## src/rtl/prog_pkg.sv

```systemverilog
// Shared types and constants for the program loader and the fetch sequencer.
package prog_pkg;

   localparam int PROG_DEPTH  = 16;
   localparam int INSTR_W     = 8;
   localparam int PROG_ADDR_W = $clog2(PROG_DEPTH);

   // Same encoding as the fetch sequencer so both sides decode state alike
   typedef enum logic [1:0] {
      IDLE = 2'b00,
      LOAD = 2'b01,
      DONE = 2'b10
   } prog_state_e;

endpackage

```

## src/rtl/prog_ram_1w1r.sv

```systemverilog
// Program RAM: synchronous write port, registered read port (read-before-write).
module prog_ram_1w1r
   import prog_pkg::*;
#(
   parameter int DATA_W = INSTR_W,
   parameter int DEPTH  = PROG_DEPTH,
   parameter int ADDR_W = PROG_ADDR_W
) (
   input  logic              i_clk,
   input  logic              i_rst,
   input  logic              i_wr_en,
   input  logic [ADDR_W-1:0] i_wr_addr,
   input  logic [DATA_W-1:0] i_wr_data,
   input  logic [ADDR_W-1:0] i_rd_addr,
   output logic [DATA_W-1:0] o_rd_data
);

   logic [DATA_W-1:0] r_mem [DEPTH];
   logic [DATA_W-1:0] r_rd_data;

   // Contents are intentionally not reset; a partial image survives a reset
   always_ff @(posedge i_clk) begin
      if (i_wr_en) r_mem[i_wr_addr] <= i_wr_data;
   end

   always_ff @(posedge i_clk or posedge i_rst) begin
      if (i_rst) r_rd_data <= '0;
      else       r_rd_data <= r_mem[i_rd_addr];
   end

   assign o_rd_data = r_rd_data;

endmodule

```

## src/rtl/prog_loader.sv

```systemverilog
// Streams one DEPTH-byte program image into the program RAM with a running XOR checksum.
//   state | meaning
//   IDLE  | waiting for start; in_valid here is dropped and flagged in err
//   LOAD  | accepting bytes into consecutive addresses, gaps allowed
//   DONE  | single-cycle done pulse, then back to IDLE
module prog_loader
   import prog_pkg::*;
#(
   parameter int DATA_W = INSTR_W,
   parameter int DEPTH  = PROG_DEPTH,
   parameter int ADDR_W = PROG_ADDR_W
) (
   input  logic              i_clk,
   input  logic              i_rst,
   input  logic              i_start,
   input  logic              i_in_valid,
   input  logic [DATA_W-1:0] i_in_data,
   output logic              o_in_ready,
   input  logic [ADDR_W-1:0] i_rd_addr,
   output logic [DATA_W-1:0] o_rd_data,
   output logic [ADDR_W:0]   o_count,
   output logic [DATA_W-1:0] o_checksum,
   output logic              o_busy,
   output logic              o_done,
   output logic              o_err
);

   prog_state_e       r_state;
   prog_state_e       w_next;
   logic [ADDR_W-1:0] r_wr_ptr;
   logic [ADDR_W:0]   r_count;
   logic [DATA_W-1:0] r_checksum;
   logic              r_busy;
   logic              r_done;
   logic              r_err;
   logic              w_accept;
   logic              w_start_ok;
   logic              w_last;

   assign o_in_ready = (r_state == LOAD);
   assign w_accept   = i_in_valid && o_in_ready;
   assign w_start_ok = i_start && (r_state == IDLE);
   assign w_last     = (r_wr_ptr == ADDR_W'(DEPTH - 1));

   always_comb begin
      w_next = r_state;
      case (r_state)
         IDLE:    if (i_start) w_next = LOAD;
         LOAD:    if (w_accept && w_last) w_next = DONE;
         DONE:    w_next = IDLE;
         default: w_next = IDLE;
      endcase
   end

   always_ff @(posedge i_clk or posedge i_rst) begin
      if (i_rst) begin
         r_state    <= IDLE;
         r_wr_ptr   <= '0;
         r_count    <= '0;
         r_checksum <= '0;
         r_busy     <= 1'b0;
         r_done     <= 1'b0;
         r_err      <= 1'b0;
      end else begin
         r_state <= w_next;
         r_busy  <= (w_next == LOAD) || (w_next == DONE);
         r_done  <= (w_next == DONE);
         // A fresh start takes priority over flagging a stray byte in the same cycle
         if (w_start_ok) begin
            r_wr_ptr   <= '0;
            r_count    <= '0;
            r_checksum <= '0;
            r_err      <= 1'b0;
         end else if (w_accept) begin
            r_wr_ptr   <= r_wr_ptr + ADDR_W'(1);
            r_count    <= r_count + (ADDR_W + 1)'(1);
            r_checksum <= r_checksum ^ i_in_data;
         end else if (i_in_valid) begin
            r_err <= 1'b1;
         end
      end
   end

   prog_ram_1w1r #(
      .DATA_W (DATA_W),
      .DEPTH  (DEPTH),
      .ADDR_W (ADDR_W)
   ) u_ram (
      .i_clk     (i_clk),
      .i_rst     (i_rst),
      .i_wr_en   (w_accept),
      .i_wr_addr (r_wr_ptr),
      .i_wr_data (i_in_data),
      .i_rd_addr (i_rd_addr),
      .o_rd_data (o_rd_data)
   );

   assign o_count    = r_count;
   assign o_checksum = r_checksum;
   assign o_busy     = r_busy;
   assign o_done     = r_done;
   assign o_err      = r_err;

endmodule

```

## config.mk

```make
export PLATFORM = sky130hd
export DESIGN_NAME = prog_loader
export DESIGN_NICKNAME = d
export VERILOG_FILES = /design/src/rtl/prog_pkg.sv /design/src/rtl/prog_ram_1w1r.sv /design/src/rtl/prog_loader.sv
export SDC_FILE = /design/constraint.sdc
export NUM_CORES = 1
export LEC_CHECK = 0
export CAP_MARGIN = 0
export CORE_MARGIN = 3
export CORE_UTILIZATION = 36
export DETAILED_ROUTE_END_ITERATION = 10
export PLACE_DENSITY = 0.54
export REMOVE_ABC_BUFFERS = 1
export SLEW_MARGIN = 25
export SYNTH_ARGS = -nofsm -noshare
export SYNTH_HDL_FRONTEND = slang
export SYNTH_HIERARCHICAL = 1
export SYNTH_SLANG_ARGS = --single-unit
```

## constraint.sdc

```tcl
create_clock -name i_clk -period 3.8 [get_ports i_clk]
set_input_delay 0.76 -clock i_clk [delete_from_list [all_inputs] [get_ports i_clk]]
set_output_delay 0.76 -clock i_clk [all_outputs]
set_load 0.02 [all_outputs]
```

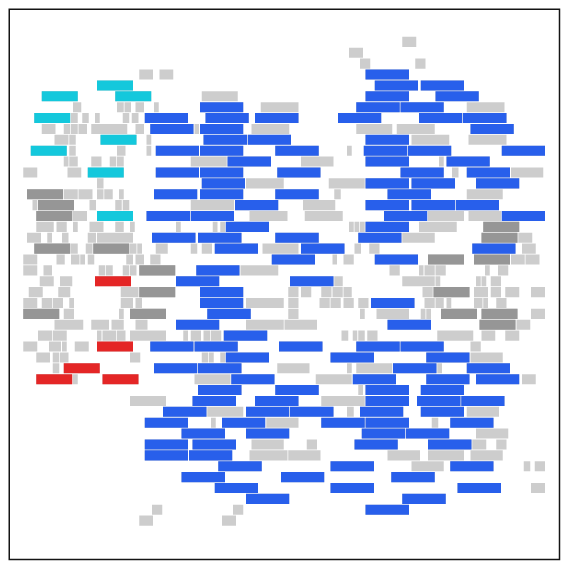
Fig. 1. Sequential cells grouped by signal name.
(4 px per um) Other sequential cells in the stronger grey, the rest of the logic in the fainter grey.
colour	signal	flops
red	o_count	5
blue	u_ram/r_mem	128
cyan	o_checksum	8
Reg area: 0.004594 mm2
Final Core Density: 44.55%

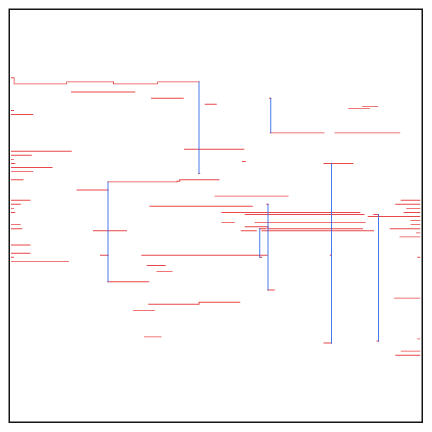
Fig. 2. Routed metal, one colour a layer.
(3 px per um) Only two layers are drawn.
colour	layer	wire length
blue	met4	216 um
red	met3	832 um
overall routed net length: 13510 um
wire length per cell: 21.61 um
gr usage total: 15.64%

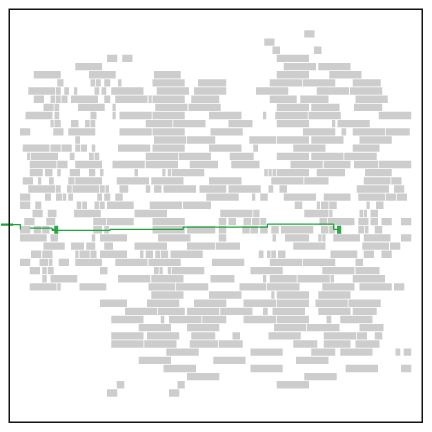
Fig. 3. Nets reached from selected ports.
(3 px per um)
colour	port	bits	direction	end cells	buffers	wire
green	i_rst	1	input	2	1	113 um
Top-Level Pins: 41
Buffers on Ports: 40

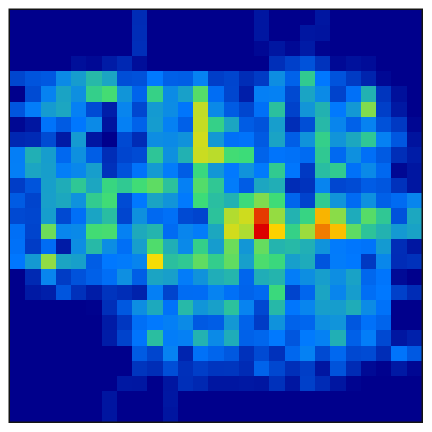
Fig. 4. Wire density map.
(3 px per um) The die is cut into 27 by 27 equal tiles; dark blue is low, red is high, scaled to the fullest tile. Values are wire area over tile area, all layers added.
nearly empty tiles	28%
mean over tiles	0.11
emptiest ninth of the die	south-west
vias after detailed routing: 3243

==> flow_metrics.py <==
# Metrics from the implementation run
metrics = {
    "layout": {
        "layout_top_cell": "edfxtp_1",
        "layout.cells.non_filler": 625,
        "finalNetCount": 411,
        "syn2layout_area_growth_pct": 20.12,
        "fin_area_mm2": 0.007441,
        "drive_above_1_share_pct": 16.54,
        "diodes": 0,
    },
    "die": {
        "die_y_um": 137.2,
        "fp_util_pct": 37.09,
        "fp.coreArea_mm2": 0.01670,
        "row_count": 47,
        "die_area_mm2": 0.01882,
        "die_w_um": 137.2,
    },
    "synthesis": {
        "synth.area.top_cells": "edfxtp_1 (62%), dfrtp_1 (12%), mux4_2 (6.5%)",
        "ys_cells": 329,
        "edf_count": 128,
        "ys_types": 33,
        "ff_type": "edfxtp_1",
        "yosys_area_mm2": 0.006195,
        "common_cells": "edfxtp_1 (128), dfrtp_1 (30), mux4_2 (18)",
        "syn_avg_cell_area_um2": 18.83,
        "synth-async-reset-ratio_pct": 18.99,
        "synth_seq_share_pct": 74.17,
        "postSynthCellCount": 329,
        "ys_warn_count": 6,
        "synth_area_leader_cell": "edfxtp_1",
        "synth_flops": 158,
        "yosysTopAreaCellShare_pct": 62.05,
    },
    "critical_path": {
        "slowest_stage": "clkdlybuf4s50_1",
        "cp.required_ns": 3.85,
        "worstSetupStartpointType": "input pin",
        "arrival_ns": 2.75,
        "worstSetupEndpointType": "register",
        "cp_num_buf_inv": 2,
        "crit_family": "simple AND/OR/NAND/NOR gates",
        "crit_chain": "clkdlybuf4s50_1 -> nand3b_4 -> inv_1 -> or3b_2 -> nor2_1",
        "critPathKind": "input pin to register",
        "critPathMaxStageDelay_ns": 0.58,
    },
    "drt": {
        "avgViaCountPerCell": 5.189,
        "drc": 0,
        "highest_layer": "met4",
        "dr.pass1.iters": 4,
        "drtAntennaViolNets": 0,
        "met3_length_um": 832,
        "wl_met1_um": 6208,
        "wl_met2_um": 6251,
        "dr.first_iter.drc_count": 366,
    },
    "place": {
        "gp_congestion": 0.8231,
        "pre_cts_ws_ns": 0.6824,
        "dpl_cell_area_mm2": 0.006887,
        "placed_cells": 593,
        "hpwl_um": 9093,
    },
    "clock_network": {
        "h-tree-depth": 4,
        "root_buffer": "clkbuf_16",
        "postCtsSetupBuffers": 0,
        "hold_buffers": 0,
        "cts_max_path_buffers": 2,
        "cts.clk_slew.worst_paths_ns": 0.06,
        "cts_resized": 0,
        "numCtsBuffers": 17,
        "cts_sinks": 158,
    },
    "pwr": {
        "powerDensity_mw_per_mm2": 630.0,
        "vdd_drop_max_mv": 0.3801,
        "leakagePower_nw": 2.596,
        "power.total_mw": 4.687,
    },
    "job": {
        "cap_violations": 0,
        "warning_count": 25,
    },
    "global_routing": {
        "grt_first_pass_wirelength_um": 20910,
        "grt_max_degree": 33,
        "grt_pass1_vias": 3412,
        "grt_remaining_overflow": 0,
    },
    "timing": {
        "skew_ns": 0.01260,
        "setup_slack_ns": 1.106,
        "fmax_mhz": 371.2,
        "relSlewSlack_pct": 42.59,
        "fin_crit_ns": 2.694,
        "slew_violations": 0,
        "finalSetupViolCount": 0,
        "hold_ws_ns": 0.4954,
        "timing.final.crit_share_pct": 70.90,
        "rsz0062_at_grt": "false",
        "setup_tns_ns": 0,
    },
    "run_status": {
        "status": "completed",
    },
    "min_path": {
        "hp-class": "register to register",
    },
}
[path summary, 6_finish.rpt]
| kind | startpoint | end | slack, ns | depth (start not counted) |
|---|---|---|---|---|
| min in group asynchronous | i_rst | u_ram/o_rd_data[3] | 0.77 | 2 |
| max in group asynchronous | i_rst | o_checksum[7] | 2.25 | 2 |
| max | i_in_valid | u_ram/r_mem[3][5] | 1.11 | 5 |
| min | o_err | o_err | 0.50 | 1 |
| min reg2reg | o_err | o_err | 0.50 | 1 |
| max reg2reg | r_state[1] | u_ram/r_mem[3][5] | 1.54 | 4 |
[power by group]
group | leakage [nW] | internal (mW) | switching [mW] | total (mW)
Combinational | 0.801 | 0.356 | 0.453 | 0.810
Sequential | 1.52 | 2.11 | 0.170 | 2.28
Clock | 0.272 | 0.952 | 0.648 | 1.60
Total | 2.60 | 3.42 | 1.27 | 4.69
[metal layers]
layer / up-vias / GRT usage [%]
met4: 0 / 5.599
met5: - / 0
met1: 1677 / 21.94
met2: 103 / 23.19
li1: 1446 / -
met3: 17 / 4.821
[cells by family (layout without fill, tap and decap cells)]
logic type	Yosys count	in the layout	share of synthesized area (%)
flip-flops	158	158	74.17
AND/OR/NAND/NOR	63	63	5.514
AND-OR/OR-AND	44	44	4.363
multiplexers	33	33	12.64
buffers and inverters	27	103	2.565
adder cells (fa/ha/maj)	3	3	0.6060
XOR/XNOR	1	1	0.1414
[state kept, by name (all words and copies together), names as in the netlist]
name and count:
u_ram/o_rd_data 8, r_wr_ptr 4, o_busy 1, o_err 1, o_count 5, u_ram/r_mem 128
o_checksum 8, r_state 2, o_done 1
[cell type report]
type	count	area, um2
timing repair buffer	57	523.0
fill	1454	9260
clock buffer	18	429.2
multi-input combinational	144	1441
clock inverter	14	125.1
sequential	158	4594
inverter	14	52.55
tap	220	275.3
Power and IR drop assume default switching activity.
